==> config.mk <==
export PLATFORM = sky130hd
export DESIGN_NAME = game_ctrl
export DESIGN_NICKNAME = d
export VERILOG_FILES = /design/src/rtl/game_pkg.sv /design/src/rtl/game_ctrl_phase_timer.sv /design/src/rtl/game_ctrl.sv
export SDC_FILE = /design/constraint.sdc
export NUM_CORES = 1
export LEC_CHECK = 0
export ABC_CLOCK_PERIOD_IN_PS = 3200
export CAP_MARGIN = 20
export CORE_MARGIN = 8
export CORE_UTILIZATION = 51
export DETAILED_ROUTE_END_ITERATION = 10
export GPL_ROUTABILITY_DRIVEN = 0
export PLACE_DENSITY = 0.7
export SLEW_MARGIN = 10
export SYNTH_ARGS = -nofsm -noshare
export SYNTH_HDL_FRONTEND = slang
export SYNTH_SLANG_ARGS = --single-unit
==> constraint.sdc <==
create_clock -name clk -period 3.2 [get_ports clk]
set_clock_uncertainty 0.05 [all_clocks]
set_input_delay 0.64 -clock clk [delete_from_list [all_inputs] [get_ports clk]]
set_output_delay 0.64 -clock clk [all_outputs]
set_load 0.005 [all_outputs]
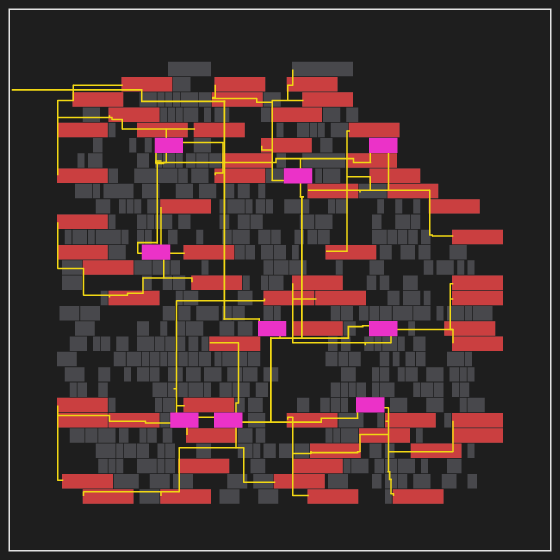
Figure 1: clock distribution.
yellow -> clock wires  # length 811 um
magenta -> cells driving clock nets  # count 9
red -> flip-flops  # count 59
flops lie = widely spread
clock insertion delay at the later pin of the skew report: 0.34 ns
Clock power frac: 0.355
power attributed to the clock group: 666 uW

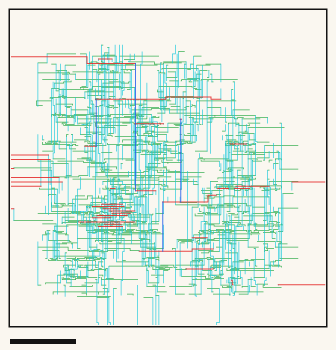
Figure 2: routed metal, one colour a layer.
Scale bar: 20 um.
cyan -> met2  # wire length 3,500 um
green -> met1  # wire length 3,010 um
red -> met3  # wire length 348 um
blue -> met4  # wire length 93.2 um
average wire length per cell after detail routing: 14.4 um
DR vias: 2,707

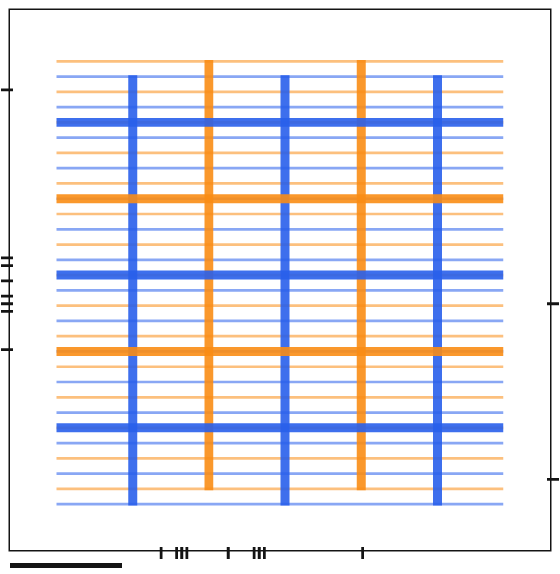
Figure 3: power grid.
Scale bar: 20 um. Pins as bars on the die edge.
orange -> VDD
blue -> VSS
rows = 29
met4 straps = 5
met5 straps = 5
signal pins = 19
met1 rails = 30
Core Area: 6280 um^2
Die H: 96.2 um
worst supply voltage drop on vdd: 416 uV

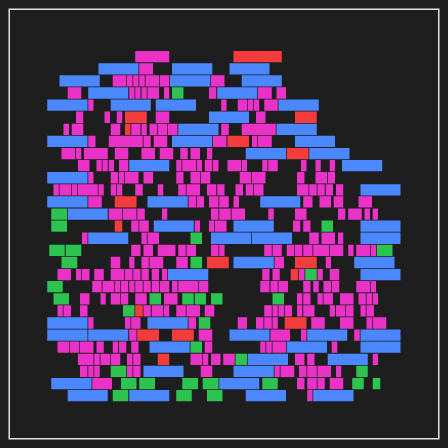
Figure 4: cell classes on the final placement.
red -> clock drivers and dummy loads  # cells 16, share of their area 5.2%
magenta -> all other logic  # cells 296, share of their area 47%
blue -> flip-flops  # cells 59, share of their area 40%
green -> other buffers and delay cells  # cells 34, share of their area 7.9%
Seq/total area: 0.387
final core occ: 0.608
count of standard-cell rows: 29

==> flow_summary_export.csv <==
group,metric,value,unit
status,status,"finished, final reports clean",
cts,clock_path_buffers,2,
synth,mappedNetlistNets,374,
critical_path,worst_setup_path_start_kind,"primary input",
place,placed_area,3620,um^2
die,design.portCount,19,
synth,synth.area.mux_share,0.00344,
die,die_w,96.2,um
synth,cell_area_leaders,"dfrtp_1 (45%), nor2_1 (6.2%), xor2_1 (5.1%), o21ai_0 (4.3%), xnor2_1 (4.0%)",
place,preCtsSetupSlack,0.0965,ns
cts,cts_post_setup_buffers_inserted,0,
sta,worst_hold_slack,0.254,ns
sta,max_slew.worst_pin.slew,0.536,ns
job,log.warning_count,26,
finish,finish.instance_area,3820,um^2
sta,finalHoldViolCount,0,
sta,slew_violations,0,
die,fp_util,0.522,
grt,grt_antenna_before_repair,0,
synth,synth_sequential_area_ratio,0.450,
die,floorplan.die_area,9250,um^2
synth,ys_chip_area,3280,um^2
synth,synth_instances,365,
place,detailed_place_hpwl,5130,um
job,maxCapViolCount,0,
## synthesized netlist by cell type (all sizes together)
cell and instances:
and4 2, o31a 1, and2 1, or3 8, o31ai 4, o211ai 1, nand4 6, o22ai 1
nor4b 2, nor3 14, clkbuf 7, inv 6, nor2 54, o21bai 1, o21a 2, a32o 1
nand3b 2, nand2 34, mux2 1, or3b 3, o21ai 29, nor4 9, buf 3, a2bb2oi 1
a211oi 2, o221ai 1, a31oi 1, or4 2, dfrtp 59, nand2b 11, nand3 13, and3b 1
nor2b 4, nor3b 7, and3 6, xnor2 15, nor4bb 1, or2 7, a21oi 19, xor2 19
nand4b 1, ha 3
## layout make-up
| cell class | count | area, um^2 | area share |
|---|---|---|---|
| clock buffer | 11 | 141 | 0.0370 |
| clock inverter | 5 | 52.6 | 0.0138 |
| inverter | 6 | 22.5 | 0.00590 |
| multi-input combinational | 290 | 1730 | 0.454 |
| sequential | 59 | 1480 | 0.387 |
| tap | 77 | 96.3 | 0.0252 |
| timing repair buffer | 34 | 295 | 0.0774 |
## power by group
part,internal [mW],switching (mW),total (mW)
Combinational,0.120,0.130,0.250
Clock,0.377,0.290,0.666
Sequential,0.836,0.125,0.961
## critical path: cells and delay by family
| kind | cells | cell delay (ns) |
|---|---|---|
| and+or+nand+nor | 2 | 0.77 |
| buffers and inverters | 2 | 1.00 |
## cell families (layout without fill, tap and decap cells)
| family | Yosys count | count (layout) |
|---|---|---|
| buffers and inverters | 16 | 56 |
| adders and majority gates | 3 | 3 |
| DFF | 59 | 59 |
| and+or+nand+nor | 188 | 188 |
| muxes | 1 | 1 |
| AOI/OAI and AO/OA | 64 | 64 |
| xor gates and xnor gates | 34 | 34 |
## layer usage
metal / track usage / routed length, um / vias to the layer above
li1: - / - / 1347
met1: 0.193 / 3010 / 1291
met2: 0.289 / 3500 / 61
met3: 0.0507 / 348 / 8
met4: 0.0640 / 93 / 0
met5: 0 / 0 / -
## cell usage in the layout, fill, tap and decap left out, types with 13 or more instances in the layout
master	n
buf_4	16
o21ai_0	28
clkdlybuf4s50_1	17
nor3_1	14
xnor2_1	15
xor2_1	19
nand2_1	33
nor2_1	54
dfrtp_1	59
nand3_1	13
a21oi_1	19
No activity file was given, so power comes from the tool's default toggle rates.
